**Run 1: floorplan with the power grid**

Bar = 10 um. Pins as bars on the die edge. Tap cells in grey.
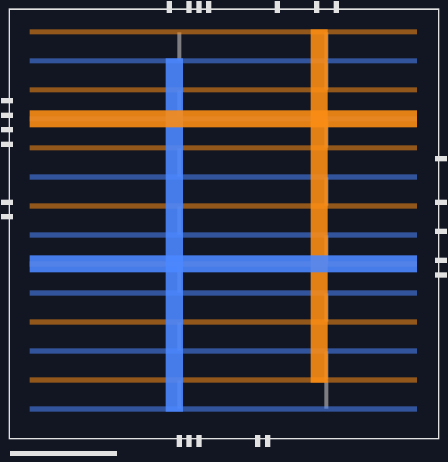
**Run 1: placed cells, one colour a class**

Bar = 10 um.
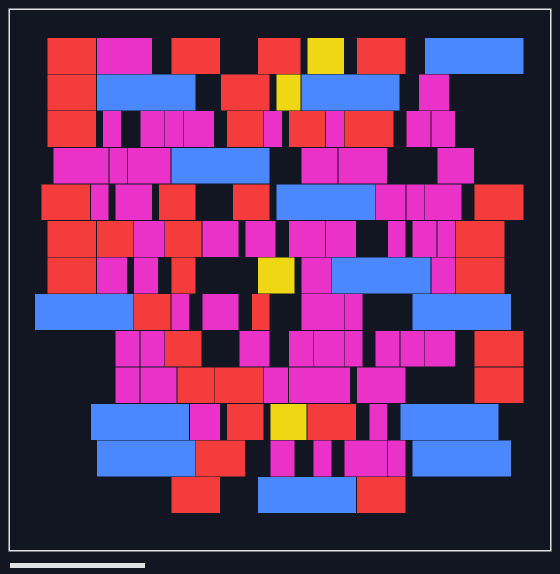
**Run 1: clock wires, drivers and flops**

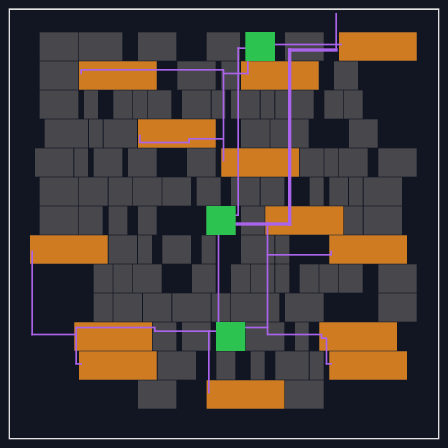
$ cat config.mk
export PLATFORM = sky130hd
export DESIGN_NAME = mux2_arbiter
export DESIGN_NICKNAME = d
export VERILOG_FILES = /design/src/rtl/mux2_arbiter_pkg.sv /design/src/rtl/mux2_1.sv /design/src/rtl/mux2_arbiter.sv
export SDC_FILE = /design/constraint.sdc
export NUM_CORES = 1
export LEC_CHECK = 0
export CAP_MARGIN = 30
export CORE_MARGIN = 1.5
export CORE_UTILIZATION = 44
export CTS_BUF_LIST = sky130_fd_sc_hd__clkbuf_4 sky130_fd_sc_hd__clkbuf_8 sky130_fd_sc_hd__clkbuf_16
export DETAILED_ROUTE_END_ITERATION = 7
export PLACE_DENSITY = 0.83
export RECOVER_POWER = 25
export SYNTH_ARGS = -nofsm -noshare
export SYNTH_HDL_FRONTEND = slang
export SYNTH_HIERARCHICAL = 1
export SYNTH_SLANG_ARGS = --single-unit
$ cat constraint.sdc
create_clock -name clk -period 2.2 [get_ports clk]
set_clock_uncertainty 0.05 [all_clocks]
set_input_delay 0.44 -clock clk [delete_from_list [all_inputs] [get_ports clk]]
set_output_delay 0.44 -clock clk [all_outputs]
set_load 0.01 [all_outputs]
$ cat src/rtl/mux2_arbiter_pkg.sv
// -----------------------------------------------------------------------------
// mux2_arbiter_pkg
// Shared definitions for the two-requester arbiter:
//   W       - payload width (fixed at 2 in this release)
//   state_t - arbiter FSM encoding (IDLE = 0, HOLD = 1)
// -----------------------------------------------------------------------------
package mux2_arbiter_pkg;

    localparam int W = 2;

    // IDLE: output register empty. HOLD: output register holds an unconsumed word.
    typedef enum logic {
        IDLE = 1'b0,
        HOLD = 1'b1
    } state_t;

endpackage

$ cat src/rtl/mux2_1.sv
// -----------------------------------------------------------------------------
// mux2_1
// 2-bit 2:1 multiplexer built from gate primitives.
// Ports:
//   in1 [1:0] in  - selected when s = 1
//   in2 [1:0] in  - selected when s = 0
//   s         in  - select
//   out [1:0] out - selected word
// -----------------------------------------------------------------------------
module mux2_1 (
    input  logic [1:0] in1,
    input  logic [1:0] in2,
    input  logic       s,
    output logic [1:0] out
);

    logic       s_n;
    logic [1:0] and_hi;
    logic [1:0] and_lo;

    not u_inv (s_n, s);

    genvar i;
    generate
        for (i = 0; i < 2; i++) begin : g_bit
            and u_and_hi (and_hi[i], in1[i], s);
            and u_and_lo (and_lo[i], in2[i], s_n);
            or  u_or     (out[i], and_hi[i], and_lo[i]);
        end
    endgenerate

endmodule

$ cat src/rtl/mux2_arbiter.sv
// -----------------------------------------------------------------------------
// mux2_arbiter
// Round-robin arbiter that merges two requesters onto one registered output
// channel with valid/ready flow control.
// Ports:
//   clk, rst_n          - rising-edge clock, synchronous active-low reset
//   req0, data0         - requester 0 request / payload
//   req1, data1         - requester 1 request / payload
//   gnt0, gnt1          - combinational grants (payload accepted this cycle)
//   out_valid           - out_data holds an unconsumed word (FSM in HOLD)
//   out_data, out_src   - registered payload and its source requester
//   out_ready           - consumer accepts out_data when out_valid = 1
//   xfer_cnt            - completed output transfers, wraps 255 -> 0
//
// Handshake: a word moves on the output channel on every rising edge where
// out_valid = 1 and out_ready = 1. A requester's payload is accepted on every
// rising edge where its grant is high; grants are only issued when the output
// slot is free (empty, or being consumed on the same edge).
// The FSM state is visible directly as out_valid.
// -----------------------------------------------------------------------------
module mux2_arbiter
    import mux2_arbiter_pkg::*;
#(
    parameter int W = mux2_arbiter_pkg::W
) (
    input  logic         clk,
    input  logic         rst_n,
    input  logic         req0,
    input  logic [W-1:0] data0,
    input  logic         req1,
    input  logic [W-1:0] data1,
    output logic         gnt0,
    output logic         gnt1,
    output logic         out_valid,
    output logic [W-1:0] out_data,
    output logic         out_src,
    input  logic         out_ready,
    output logic [7:0]   xfer_cnt
);

    state_t       state;
    state_t       state_next;
    logic         prio;
    logic         slot_free;
    logic         win_idx;
    logic         grant_any;
    logic [W-1:0] mux_out;

    // Payload selection: s = 1 picks requester 1.
    mux2_1 u_mux (
        .in1 (data1),
        .in2 (data0),
        .s   (win_idx),
        .out (mux_out)
    );

    // State register
    always_ff @(posedge clk) begin
        if (!rst_n) begin
            state <= IDLE;
        end else begin
            state <= state_next;
        end
    end

    // Next-state logic: a capture always lands in HOLD (also covers the
    // simultaneous consume + capture case); a consume without capture drains.
    always_comb begin
        state_next = state;
        if (grant_any) begin
            state_next = HOLD;
        end else if (state == HOLD && out_ready) begin
            state_next = IDLE;
        end
    end

    // Output / arbitration logic
    always_comb begin
        out_valid = (state == HOLD);
        slot_free = (state == IDLE) || out_ready;
        // With both requesting the favoured one wins; otherwise whoever asks.
        win_idx   = (req0 && req1) ? prio : req1;
        gnt0      = rst_n && slot_free && (req0 || req1) && !win_idx;
        gnt1      = rst_n && slot_free && (req0 || req1) &&  win_idx;
        grant_any = gnt0 || gnt1;
    end

    // Datapath: output register, source tag, round-robin pointer, counter.
    always_ff @(posedge clk) begin
        if (!rst_n) begin
            out_data <= '0;
            out_src  <= 1'b0;
            prio     <= 1'b0;
            xfer_cnt <= 8'd0;
        end else begin
            if (grant_any) begin
                out_data <= mux_out;
                out_src  <= win_idx;
                prio     <= ~win_idx;
            end
            if (out_valid && out_ready) begin
                xfer_cnt <= xfer_cnt + 8'd1;
            end
        end
    end

endmodule

==> flow_summary.toml, run 1 <==
# flow metrics
[run_status]
status = "finished clean"

[floorplanning]
pin_count = 23
chip_area_sq_mm = 0.001611
die_w_um = 40.14

[yosys]
syn_area_sq_um = 606.8
syn_area_per_cell_sq_um = 8.547
ys_async_sr_fraction_pct = 0
top_cells_by_area = "dfxtp_1, a21oi_1, nand2b_1"
yosysWarnings = 6
post-synth-top-count-cell = "dfxtp_1"
synthDistinctLibCells = 25

[drt]
vias = 627

[global_routing]
grt_max_degree = 12

[worst_setup_path]
crit_buf_inv = 2
crit_required_ns = 1.71
crit_path_start_kind = "primary input"
worst_setup_path_end_kind = "output port"
crit_type = "primary input to output port"

[final_timing]
min_period_ns = 2.119
worst_pin_slew_ns = 0.3307
timing.fmax_mhz = 472.0

[clocking]
postCtsHoldBufs = 0
clk_pin_slew_ns = 0.08

[placed_design]
port_buffers = 22
dp_hpwl_um = 1118

[final_layout]
nNetsFinal = 118
Back to the opening pictures, 'floorplan with the power grid':
legend:
  VSS:
    colour: blue
  VDD:
    colour: orange
met4 straps: 2
signal pins: 23
met1 rails: 14
Peak VDD IR: 0.3223 mV
Die Ht: 40.14 um

Back to the opening pictures, 'placed cells, one colour a class':
legend:
  remaining logic cells:
    colour: magenta
    cells: 57
  clock drivers and dummy loads:
    colour: yellow
    cells: 4
  remaining buffers and delay cells:
    colour: red
    cells: 33
  registers:
    colour: blue
    cells: 13
Finished Cell Area: 942.2 sq um
core footprint: 0.001285 sq mm
fin util: 73.32%
Placement Rows: 13

Back to the opening pictures, 'clock wires, drivers and flops':
legend:
  clock-net drivers:
    colour: green
    count: 3
  clock wires:
    colour: purple
    length: 169 um
  flip-flops:
    colour: orange
    count: 13
routed clock nets: 4
Late-Pin Clk Latency: 0.27 ns
Clk. pwr: 0.000145 W

run 1: worst min-delay path: stages (launching register included):
cell and delay, ns:
dfxtp_1 0.32, o31ai_1 0.06, a21oi_1 0.06
run 1: cells by family after synthesis:
group                    synth area share (%)
AND/OR/NAND/NOR                         24.13
XOR/XNOR                                2.887
adder cells (fa/ha/maj)                 2.062
AND-OR/OR-AND                           18.35
buffers and inverters                   4.329
flip-flops                              42.89
multiplexers                            5.361
run 1: timing repair:
action	4_1_cts	5_1_grt
buffers inserted	0	0
endpoints found under the setup margin	2	0
gates resized	5	0
endpoints found under the hold margin	0	0
run 1: per-layer routing:
layer,vias up,share of wire (%),track usage (%)
li1,326,-,-
met4,0,1.1,15.52
met2,13,55,41.13
met1,286,41,19.26
met3,2,2.2,5.000
met5,-,0,0
run 1: layout by cell type, fill, tap and decap left out, types with 2 or more instances in the layout:
cell,netlist,routed
a21oi_1,6,6
buf_4,0,10
clkbuf_4,0,3
clkdlybuf4s50_1,0,20
dfxtp_1,13,13
inv_1,6,6
mux2_2,2,2
nand2_1,5,5
nand2b_1,4,4
nand3_1,4,4
nor2_1,4,4
o211ai_1,3,3
o21ai_0,4,4
o31ai_1,3,3
or3_1,3,3
xor2_1,2,2
run 1: area by class of cell:
cell class	instances	area [sq um]	area share, %
multi-input cells	51	320.3	34.00
repair buffers	33	292.8	31.08
flip-flops and latches	13	260.3	27.62
clock buffers	3	22.52	2.390
inverters	6	22.52	2.390
well taps	15	18.77	1.992
clock inverters	1	5.005	0.5312
run 1: state kept, by name (all words and copies together) (netlist names):
signal and cells:
out_valid 1, out_src 1, xfer_cnt 8, prio 1, out_data 2
run 1: stage by stage:
step | instance area (sq um) | setup TNS [ns]
2_1_floorplan | 606.8 | 0
3_3_place_gp | 924.6 | -0.4336
3_5_place_dp | 924.6 | -0.4777
4_1_cts | 945.9 | 0
5_1_grt | 942.2 | 0
6_report | 942.2 | 0
run 1: report_power, final:
part	internal, W	leakage, nW	switching, W
registers	0.000245	0.106	0.00000619
clock network	0.0000673	0.0177	0.0000782
logic	0.0000557	0.244	0.0000387
total	0.000368	0.368	0.000123
run 1: worst paths after layout:
path / start / end / depth (start not counted)
hold / removal: out_src / out_src / 2
setup / recovery: req0 / gnt1 / 5
setup reg to reg: prio / out_data[1] / 6
hold reg to reg: out_src / out_src / 2
--- run 2 (diff from run 1) ---
--- a/config.mk
+++ b/config.mk
@@ -10,9 +10,8 @@
 export CORE_UTILIZATION = 44
 export CTS_BUF_LIST = sky130_fd_sc_hd__clkbuf_4 sky130_fd_sc_hd__clkbuf_8 sky130_fd_sc_hd__clkbuf_16
 export DETAILED_ROUTE_END_ITERATION = 7
-export PLACE_DENSITY = 0.83
+export PLACE_DENSITY = 0.84
 export RECOVER_POWER = 25
 export SYNTH_ARGS = -nofsm -noshare
 export SYNTH_HDL_FRONTEND = slang
-export SYNTH_HIERARCHICAL = 1
 export SYNTH_SLANG_ARGS = --single-unit
==> flow_summary.toml, run 2 <==
# flow metrics
[final_layout]
final_cell_mix = "clkdlybuf4s50_1, dfxtp_1, nor2_1, buf_4, nand3_1"
largest_reg_flops = 8
largest-register = "xfer_cnt"
final_common_cell = "clkdlybuf4s50_1"

[clocking]
insertion_delay_ns = 0.28
clk_pin_slew_ns = 0.08
postCtsHoldBufs = 0
post_cts_buffers = 0

[final_timing]
worst_pin_slew_ns = 0.3566
timing.fmax_mhz = 470.5
min_period_ns = 2.125

[power_and_ir_drop]
ir_drop_mv = 0.3681
netSwitchingFraction_pct = 24.61
combPwrFrac_pct = 17.6

[yosys]
syn_area_sq_um = 588.1
top_cells_by_area = "dfxtp_1, nor2_1, xnor2_1"
synthDistinctLibCells = 23
syn_area_per_cell_sq_um = 9.334

[floorplanning]
chip_area_sq_mm = 0.001565
die_w_um = 39.56

[placed_design]
port_buffers = 22
dp_hpwl_um = 1032

[worst_setup_path]
r2r_start = "out_valid"
crit_type = "primary input to output port"
crit_path_start = "req1"

[global_routing]
grt_max_degree = 12

[run_status]
status = "finished clean"
run 2: cell types whose count changed in the layout (fill, tap and decap cells not counted), sizes merged, moves of 3 or more:
| cell | previous run | this run |
|---|---|---|
| inv | 6 | 2 |
| o211ai | 3 | 0 |
| buf | 11 | 6 |
| o31ai | 3 | 0 |
| nor2 | 4 | 9 |
| nand2b | 4 | 0 |
| xnor2 | 0 | 3 |
| a21oi | 6 | 3 |
run 2: layout make-up:
cell class | count | area [sq um]
multi-input cells | 47 | 319.1
fillers | 88 | 271.5
repair buffers | 29 | 265.3
flip-flops and latches | 13 | 260.3
clock buffers | 4 | 30.03
well taps | 14 | 17.52
inverters | 2 | 7.507
run 2: cells by family (layout without fill, tap and decap cells):
kind of cell             count (synthesis)  in the layout  synth area share [%]
multiplexers                             2              2                 3.404
AND-OR/OR-AND                            9              9                 10.42
XOR/XNOR                                 6              6                 8.938
flip-flops                              13             13                 44.26
adder cells (fa/ha/maj)                  1              1                 2.127
AND/OR/NAND/NOR                         29             29                 28.94
buffers and inverters                    3             35                 1.915
run 2: through the flow:
stage	cell area, sq um	cells	hold WS, ns	setup slack (ns)	setup TNS [ns]
finish	899.6	109	0.4377	0.07463	0
global route	899.6	109	0.4631	0.03689	0
CTS	908.4	109	0.4434	0.09400	0
detailed placement	874.6	105	0.4312	-0.2098	-0.3342
global placement	874.6	105	0.4099	-0.1629	-0.2531
floorplan	588.1	63	0.4139	0.7563	0
run 2: worst min-delay path, cell delays in order, from the launching register on:
cell	delay [ns]
dfxtp_1	0.32
nand3_1	0.06
o21ai_0	0.07
run 2: path summary, 6_finish.rpt:
kind / to / slack [ns] / depth (start not counted)
worst min-delay path: out_data[1] / 0.44 / 2
worst min register to register: out_data[1] / 0.44 / 2
worst max-delay path: gnt1 / 0.07 / 4
worst max register to register: prio / 0.87 / 5
run 2: power groups by stage:
stage	clock [W]	combinational (W)	sequential [W]
5_1_grt	0.000177	0.0000956	0.000255
2_1_floorplan	0	0.0000322	0.000262
3_3_place_gp	0	0.0000895	0.000258
4_1_cts	0.000168	0.0000911	0.000253
6_report	0.000162	0.0000885	0.000253
3_5_place_dp	0	0.0000908	0.000259
run 2: what timing repair did:
| action | CTS | global route |
|---|---|---|
| endpoints found under the hold margin | 0 | 0 |
| gates resized | 4 | 0 |
| setup endpoints to repair | 2 | 0 |
run 2: metal layers:
layer	track usage, %	vias up	share of wire (%)
li1	-	282	-
met1	29.51	246	45
met2	35.66	13	49
met3	8.523	4	4.3
met4	9.483	0	1.8
met5	0	-	0
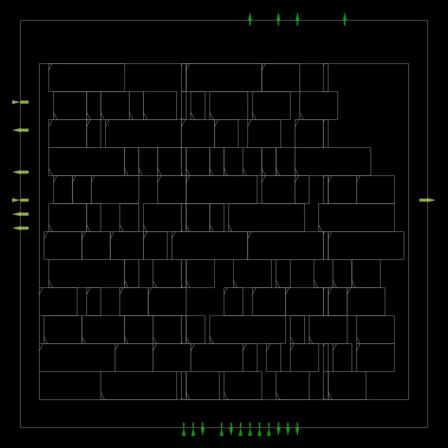
**Above:** run 2 (placement view).
Seq area share: 28.93%
# fillers: 88

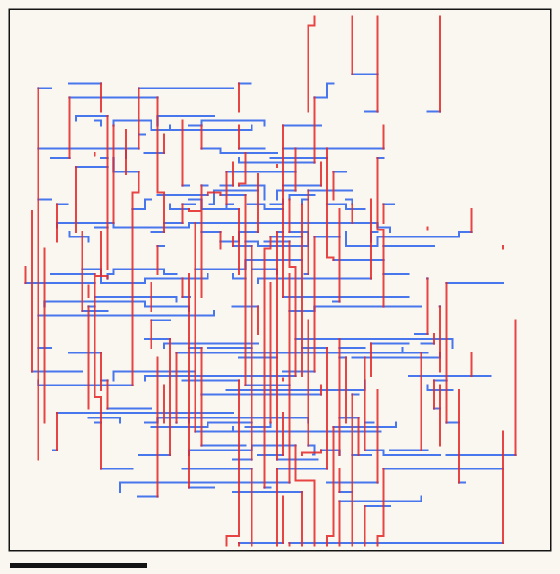
**Above:** run 2 (routed metal, one colour a layer).
Bar = 10 um. Two of the layers only.
legend:
  M2:
    colour: red
    wire_length: 686 um
  M1:
    colour: blue
    wire_length: 638 um
routed len/inst: 12.93 um
via count: 545
gr usage total: 23.46%
drt total wl: 1409 um

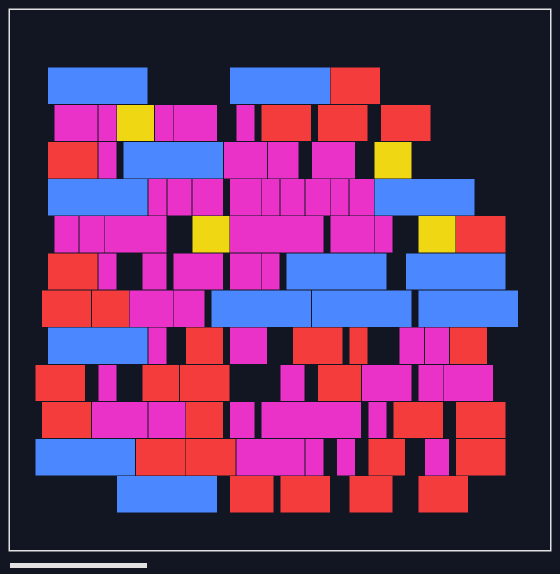
**Above:** run 2 (placed cells, one colour a class).
Bar = 10 um.
legend:
  clock drivers and dummy loads:
    colour: yellow
    cells: 4
  remaining buffers and delay cells:
    colour: red
    cells: 29
  registers:
    colour: blue
    cells: 13
  remaining logic cells:
    colour: magenta
    cells: 49
core footprint: 0.001171 sq mm
fin util: 76.82%
Placement Rows: 12
Finished Cell Area: 899.6 sq um

--- run 3 (diff from run 2) ---
--- a/config.mk
+++ b/config.mk
@@ -10,6 +10,7 @@
 export CORE_UTILIZATION = 44
 export CTS_BUF_LIST = sky130_fd_sc_hd__clkbuf_4 sky130_fd_sc_hd__clkbuf_8 sky130_fd_sc_hd__clkbuf_16
 export DETAILED_ROUTE_END_ITERATION = 7
+export GPL_TIMING_DRIVEN = 0
 export PLACE_DENSITY = 0.84
 export RECOVER_POWER = 25
 export SYNTH_ARGS = -nofsm -noshare
==> flow_summary.toml, run 3 <==
# flow metrics
[final_timing]
min_period_ns = 2.145
finalSetupTns_ns = 0
timing.fmax_mhz = 466.1
worst_pin_slew_ns = 0.4184

[clocking]
clk_pin_slew_ns = 0.08
postCtsHoldBufs = 0
insertion_delay_ns = 0.27

[floorplanning]
core-area_sq_mm = 0.001171
die_w_um = 39.56
dieHeight_um = 39.56
chip_area_sq_mm = 0.001565
pin_count = 23

[yosys]
fp_nets = 73
synthDistinctLibCells = 23
yosysWarnings = 0
post-synth-top-count-cell = "dfxtp_1"
top_cells_by_area = "dfxtp_1, nor2_1, xnor2_1"
syn_area_sq_um = 588.1
syn_area_per_cell_sq_um = 9.334
postSynthSeqShare_pct = 44.26
ys_async_sr_fraction_pct = 0

[final_layout]
largest_reg_flops = 8
largest-register = "xfer_cnt"
finish.instance_area_sq_um = 890.9
nNetsFinal = 104
finish.utilization_pct = 76.07
top_regs = "xfer_cnt x8, out_data x2"
final_common_cell = "clkdlybuf4s50_1"

[power_and_ir_drop]
ir_drop_mv = 0.4323

[worst_setup_path]
path_cells = "clkdlybuf4s50_1 -> nor2_1 -> nand3b_4 -> nor2b_4 -> clkdlybuf4s15_1"
crit_required_ns = 1.71
crit_path_start_kind = "primary input"
crit_type = "primary input to output port"

[placed_design]
dp_hpwl_um = 943.5
port_buffers = 22

[run_status]
status = "finished clean"
[run 3: cell counts after synthesis]
No cell type changed its count.
[run 3: cell families (layout without fill, tap and decap cells)]
| logic type | count (synthesis) | after routing | synth area share [%] |
|---|---|---|---|
| multiplexers | 2 | 2 | 3.404 |
| adder cells (fa/ha/maj) | 1 | 1 | 2.127 |
| AND-OR/OR-AND | 9 | 9 | 10.42 |
| buffers and inverters | 3 | 33 | 1.915 |
| XOR/XNOR | 6 | 6 | 8.938 |
| flip-flops | 13 | 13 | 44.26 |
| AND/OR/NAND/NOR | 29 | 29 | 28.94 |
[run 3: through the flow]
stage / hold slack (ns) / cells / worst slack (ns)
finish: 0.4243 / 107 / 0.05473
global route: 0.4739 / 107 / -0.0008042
CTS: 0.4324 / 103 / 0.02581
detailed placement: 0.4162 / 99 / -0.3528
global placement: 0.4069 / 99 / -0.2990
floorplan: 0.4139 / 63 / 0.7563
[run 3: cell type report]
cell class | instances | area [sq um]
multi-input cells | 47 | 324.1
fillers | 94 | 280.3
flip-flops and latches | 13 | 260.3
repair buffers | 26 | 247.7
clock buffers | 4 | 30.03
well taps | 14 | 17.52
inverters | 2 | 7.507
plain buffers | 1 | 3.754
[run 3: routing by layer]
| metal | track usage, % | routed length, um | vias to the layer above |
|---|---|---|---|
| li1 | - | - | 275 |
| met1 | 23.88 | 582 | 227 |
| met5 | 0 | 0 | - |
| met4 | 7.759 | 10 | 0 |
| met2 | 31.56 | 577 | 13 |
| met3 | 8.523 | 62 | 2 |
[run 3: worst paths after layout]
check,startpoint,to,slack (ns),depth (start not counted)
max reg2reg,out_valid,prio,0.88,5
min reg2reg,out_data[1],out_data[1],0.42,2
max,req0,gnt1,0.05,5
min,out_data[1],out_data[1],0.42,2
[run 3: worst reg2reg max path, cell delays in order, from the launching register on]
cell and delay, ns:
dfxtp_1 0.37, or2b_4 0.25, nand3b_4 0.12, buf_4 0.16
buf_4 0.12, a211oi_2 0.18
[run 3: what timing repair did]
| action | in CTS | in global routing |
|---|---|---|
| gates resized | 5 | 0 |
| endpoints found under the setup margin | 2 | 2 |
| setup buffers | 0 | 4 |
[run 3: power breakdown]
part           switching (W)  internal [W]
logic              0.0000362     0.0000507
registers         0.00000789      0.000245
clock network      0.0000743     0.0000826
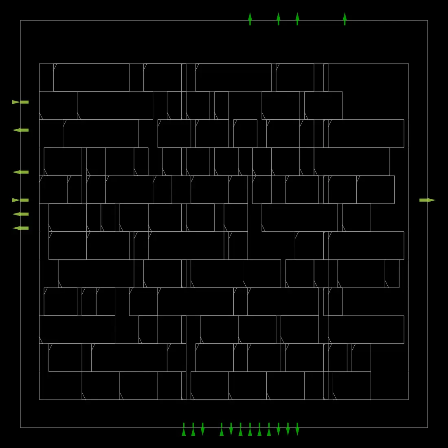
**Above:** run 3 (placement view).
# fillers: 94
Seq area share: 29.21%

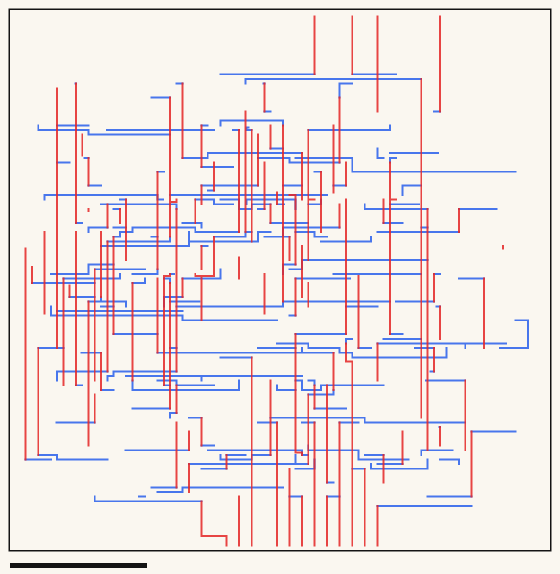
**Above:** run 3 (routed metal, one colour a layer).
Bar = 10 um. Two of the layers only.
drt total wl: 1232 um
routed len/inst: 11.51 um
gr usage total: 20.12%
via count: 517

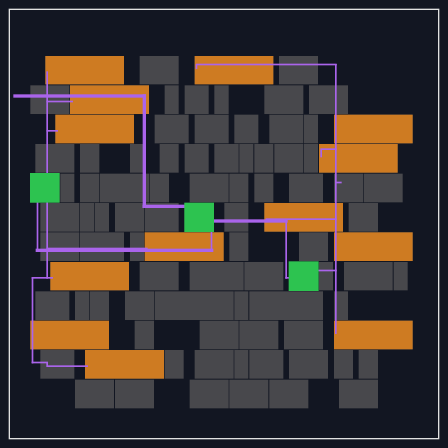
**Above:** run 3 (clock wires, drivers and flops).
legend:
  clock wires:
    colour: purple
    length: 162 um
  flip-flops:
    colour: orange
    count: 13
  clock-net drivers:
    colour: green
    count: 3
routed clock nets: 4
flops lie: widely spread
clock share of power: 31.6%
Clk. pwr: 0.000157 W

No activity file was given, so power comes from the tool's default toggle rates.
